[config.mk]
export PLATFORM = sky130hd
export DESIGN_NAME = bus_request
export DESIGN_NICKNAME = d
export VERILOG_FILES = /design/src/rtl/bus_pkg.sv /design/src/rtl/sync_ff.sv /design/src/rtl/bus_request.sv
export SDC_FILE = /design/constraint.sdc
export NUM_CORES = 1
export LEC_CHECK = 0
export CORE_AREA = 2 2 99 101
export DETAILED_ROUTE_END_ITERATION = 7
export DIE_AREA = 0 0 101 103
export GPL_ROUTABILITY_DRIVEN = 0
export PLACE_DENSITY_LB_ADDON = 0.12
export SLEW_MARGIN = 20
export SYNTH_ARGS = -nofsm -noshare
export SYNTH_HDL_FRONTEND = slang
export SYNTH_SLANG_ARGS = --single-unit
export TNS_END_PERCENT = 1
[constraint.sdc]
create_clock -name clk -period 4.5 [get_ports clk]
set_input_delay 0.45 -clock clk [delete_from_list [all_inputs] [get_ports clk]]
set_output_delay 0.45 -clock clk [all_outputs]
set_load 0.01 [all_outputs]
[src/rtl/bus_pkg.sv]
// rtl/bus_pkg.sv - shared constants and types for the bus-slot request initiator
//
// Contents:
//   BUS_ADDR_WIDTH / BUS_DATA_WIDTH : default bus address/data widths
//   state_t                         : request FSM state encoding
//   cmd_t                           : command record at default widths
//   cmd_bits()                      : packed width of a {we, addr, wdata} record

package bus_pkg;

    localparam int BUS_ADDR_WIDTH = 17;
    localparam int BUS_DATA_WIDTH = 8;

    typedef enum logic [1:0] {
        ST_IDLE    = 2'd0,
        ST_REQ     = 2'd1,
        ST_RELEASE = 2'd2,
        ST_RESP    = 2'd3
    } state_t;

    // Record layout, MSB first: {we, addr, wdata}
    typedef struct packed {
        logic                      we;
        logic [BUS_ADDR_WIDTH-1:0] addr;
        logic [BUS_DATA_WIDTH-1:0] wdata;
    } cmd_t;

    function automatic int cmd_bits(input int addr_w, input int data_w);
        return 1 + addr_w + data_w;
    endfunction

endpackage

[src/rtl/sync_ff.sv]
// rtl/sync_ff.sv - two-flop synchronizer for a single asynchronous level
//
// Ports:
//   clk     : destination clock
//   reset_n : asynchronous active-low reset, both flops clear to 0
//   d       : asynchronous input
//   q       : synchronized output, two edges of latency

module sync_ff (
    input  logic clk,
    input  logic reset_n,
    input  logic d,
    output logic q
);

    logic meta;

    always_ff @(posedge clk or negedge reset_n) begin
        if (!reset_n) begin
            meta <= 1'b0;
            q    <= 1'b0;
        end else begin
            meta <= d;
            q    <= meta;
        end
    end

endmodule

[src/rtl/bus_request.sv]
// rtl/bus_request.sv - initiator side of the pending/done bus-slot handshake
//
// Buffers up to two read/write commands and presents them one at a time to the
// slot synchronizer as a held pending request, then returns a response upstream.
// Optional feature macro: BUS_REQUEST_TIMEOUT_EN (abort REQ after TIMEOUT cycles).
//
// Ports:
//   clk, reset_n                          : clock, asynchronous active-low reset
//   cmd_valid/cmd_ready/cmd_we/cmd_addr/cmd_wdata : upstream command
//   rsp_valid/rsp_ready/rsp_rdata/rsp_err : upstream response
//   pending/bus_we/bus_addr/bus_wdata     : request to the slot synchronizer
//   bus_rdata/done                        : completion from the slot synchronizer

module bus_request
    import bus_pkg::*;
#(
    parameter int ADDR_WIDTH = BUS_ADDR_WIDTH,
    parameter int DATA_WIDTH = BUS_DATA_WIDTH,
    parameter int TIMEOUT    = 1024
) (
    input  logic                  clk,
    input  logic                  reset_n,
    input  logic                  cmd_valid,
    output logic                  cmd_ready,
    input  logic                  cmd_we,
    input  logic [ADDR_WIDTH-1:0] cmd_addr,
    input  logic [DATA_WIDTH-1:0] cmd_wdata,
    output logic                  rsp_valid,
    input  logic                  rsp_ready,
    output logic [DATA_WIDTH-1:0] rsp_rdata,
    output logic                  rsp_err,
    output logic                  pending,
    output logic                  bus_we,
    output logic [ADDR_WIDTH-1:0] bus_addr,
    output logic [DATA_WIDTH-1:0] bus_wdata,
    input  logic [DATA_WIDTH-1:0] bus_rdata,
    input  logic                  done
);

    localparam int CW = cmd_bits(ADDR_WIDTH, DATA_WIDTH);

    state_t state;
    logic   done_s;
    logic   timeout_hit;

    sync_ff u_done_sync (
        .clk     (clk),
        .reset_n (reset_n),
        .d       (done),
        .q       (done_s)
    );

    // ---------------- command FIFO (2 entries) ----------------
    logic [CW-1:0] fifo_mem [2];
    logic          wr_ptr;
    logic          rd_ptr;
    logic [1:0]    count;
    logic          push;
    logic          pop;
    logic [CW-1:0] head;

    assign cmd_ready = (count != 2'd2);
    assign push      = cmd_valid && cmd_ready;
    // The slot is released from the FIFO as soon as REQ resolves, so a new
    // command can be buffered while the response is still outstanding.
    assign pop       = (state == ST_REQ) && (done_s || timeout_hit);
    assign head      = fifo_mem[rd_ptr];

    always_ff @(posedge clk) begin
        if (push) begin
            fifo_mem[wr_ptr] <= {cmd_we, cmd_addr, cmd_wdata};
        end
    end

    always_ff @(posedge clk or negedge reset_n) begin
        if (!reset_n) begin
            wr_ptr <= 1'b0;
            rd_ptr <= 1'b0;
            count  <= 2'd0;
        end else begin
            if (push) wr_ptr <= ~wr_ptr;
            if (pop)  rd_ptr <= ~rd_ptr;
            case ({push, pop})
                2'b10:   count <= count + 2'd1;
                2'b01:   count <= count - 2'd1;
                default: count <= count;
            endcase
        end
    end

    // ---------------- optional REQ timeout ----------------
`ifdef BUS_REQUEST_TIMEOUT_EN
    localparam int TW = $clog2(TIMEOUT);

    logic [TW-1:0] tmo_cnt;
    logic          rsp_err_q;

    assign timeout_hit = (tmo_cnt == TW'(TIMEOUT - 1)) && !done_s;
    assign rsp_err     = rsp_err_q;

    // Held at zero outside REQ, which clears it on every entry to REQ.
    always_ff @(posedge clk or negedge reset_n) begin
        if (!reset_n) begin
            tmo_cnt <= '0;
        end else if (state == ST_REQ) begin
            tmo_cnt <= tmo_cnt + TW'(1);
        end else begin
            tmo_cnt <= '0;
        end
    end

    // done_s takes priority over a timeout landing in the same cycle.
    always_ff @(posedge clk or negedge reset_n) begin
        if (!reset_n) begin
            rsp_err_q <= 1'b0;
        end else if (state == ST_REQ) begin
            if (done_s) begin
                rsp_err_q <= 1'b0;
            end else if (timeout_hit) begin
                rsp_err_q <= 1'b1;
            end
        end
    end
`else
    assign timeout_hit = 1'b0;
    assign rsp_err     = 1'b0;
`endif

    // ---------------- request FSM ----------------
    always_ff @(posedge clk or negedge reset_n) begin
        if (!reset_n) begin
            state     <= ST_IDLE;
            pending   <= 1'b0;
            bus_we    <= 1'b0;
            bus_addr  <= '0;
            bus_wdata <= '0;
            rsp_valid <= 1'b0;
            rsp_rdata <= '0;
        end else begin
            case (state)
                ST_IDLE: begin
                    // Never start while the previous done is still visible.
                    if (count != 2'd0 && !done_s) begin
                        bus_we    <= head[CW-1];
                        bus_addr  <= head[CW-2 -: ADDR_WIDTH];
                        bus_wdata <= head[DATA_WIDTH-1:0];
                        pending   <= 1'b1;
                        state     <= ST_REQ;
                    end
                end
                ST_REQ: begin
                    if (done_s) begin
                        rsp_rdata <= bus_we ? '0 : bus_rdata;
                        pending   <= 1'b0;
                        state     <= ST_RELEASE;
                    end else if (timeout_hit) begin
                        rsp_rdata <= '0;
                        pending   <= 1'b0;
                        state     <= ST_RELEASE;
                    end
                end
                ST_RELEASE: begin
                    if (!done_s) begin
                        rsp_valid <= 1'b1;
                        state     <= ST_RESP;
                    end
                end
                ST_RESP: begin
                    if (rsp_ready) begin
                        rsp_valid <= 1'b0;
                        state     <= ST_IDLE;
                    end
                end
                default: begin
                    state <= ST_IDLE;
                end
            endcase
        end
    end

endmodule

Fig. 1: track usage over the die
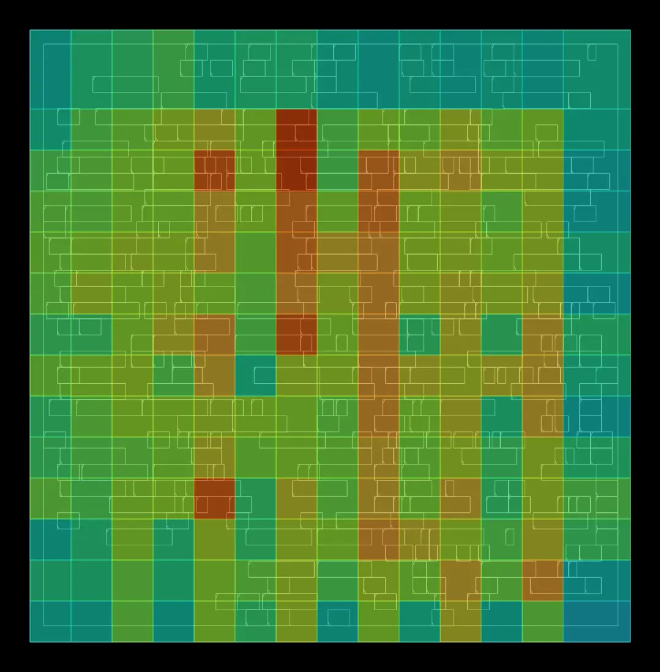
grt met1 use: 0.190
drt wl/cell: 15.8 um
GR Util met2: 0.232

Fig. 2: cell area per tile
Drawn at 3 px/um. 10 x 10 tiles, from white (low) to dark blue (high), 0 to 100% covered.
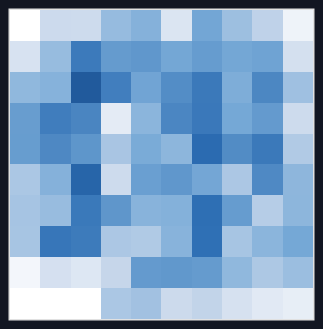
The mean over all tiles is 44%. The emptiest ninth of the die: south-west. 3.0% of the tiles are over 75% full.
Std-Cell Core Area: 9460 um^2
end-of-flow core utilization: 0.496
Pre-Place Util: 0.387

==> summary.json <==
{
  "run_status": {"value": "finished, final reports clean"},
  "global_route_usage_over_all_layers": {"value": 0.145},
  "max_freq": {"value": 451, "unit": "MHz"},
  "preCtsSetupSlack": {"value": 2.27, "unit": "ns"},
  "startpoint_type": {"value": "flip-flop"},
  "routed_wirelength": {"value": 6.99, "unit": "mm"},
  "cpLargestDelayFamily": {"value": "buffers and inverters"},
  "post-route-worst-setup-slack": {"value": 2.28, "unit": "ns"},
  "synth_warnings": {"value": 0},
  "cts_root_buf": {"value": "sky130_fd_sc_hd__clkbuf_8"},
  "edf_count": {"value": 52},
  "ff_latch_area": {"value": 2660, "unit": "um^2"},
  "critical_path_peak_fanout": {"value": 29},
  "critical_path.max_stage_delay": {"value": 0.61, "unit": "ns"},
  "crit_path_end_kind": {"value": "flip-flop"},
  "cts_htree_levels": {"value": 3},
  "post-synth-top-area-fraction": {"value": 0.426},
  "via_per_inst": {"value": 4.80},
  "finalClockPeriodUsage": {"value": 0.493},
  "yosysTopAreaCell": {"value": "sky130_fd_sc_hd__edfxtp_1"},
  "finalCriticalPeriod": {"value": 2.22, "unit": "ns"}
}
## cells by family (layout without fill, tap and decap cells)
family	after synthesis	count (layout)	synth area share
flops	96	96	0.727
compound gates	65	65	0.0976
simple gates	29	29	0.0403
mux	28	28	0.0778
buf+inv	19	98	0.0242
fa+ha+maj	6	6	0.0205
xor+xnor	5	5	0.0119
other cells	1	1	0.00102
## final cells by class
class	instances	area share
sequential	96	0.567
multi-input combinational	134	0.197
timing repair buffer	77	0.163
tap	114	0.0304
clock buffer	9	0.0264
clock inverter	7	0.0125
inverter	5	0.00400
## through the flow
step                      cell area (um^2)  total power (W)  hold WS, ns
after detailed placement              4510          0.00248        0.343
final                                 4700          0.00296       0.0691
after global placement                4510          0.00247        0.335
after CTS                             4690          0.00301        0.284
after floorplan                       3660          0.00197        0.154
after global routing                  4700          0.00318        0.109
Power is estimated from default activity; no workload was simulated.
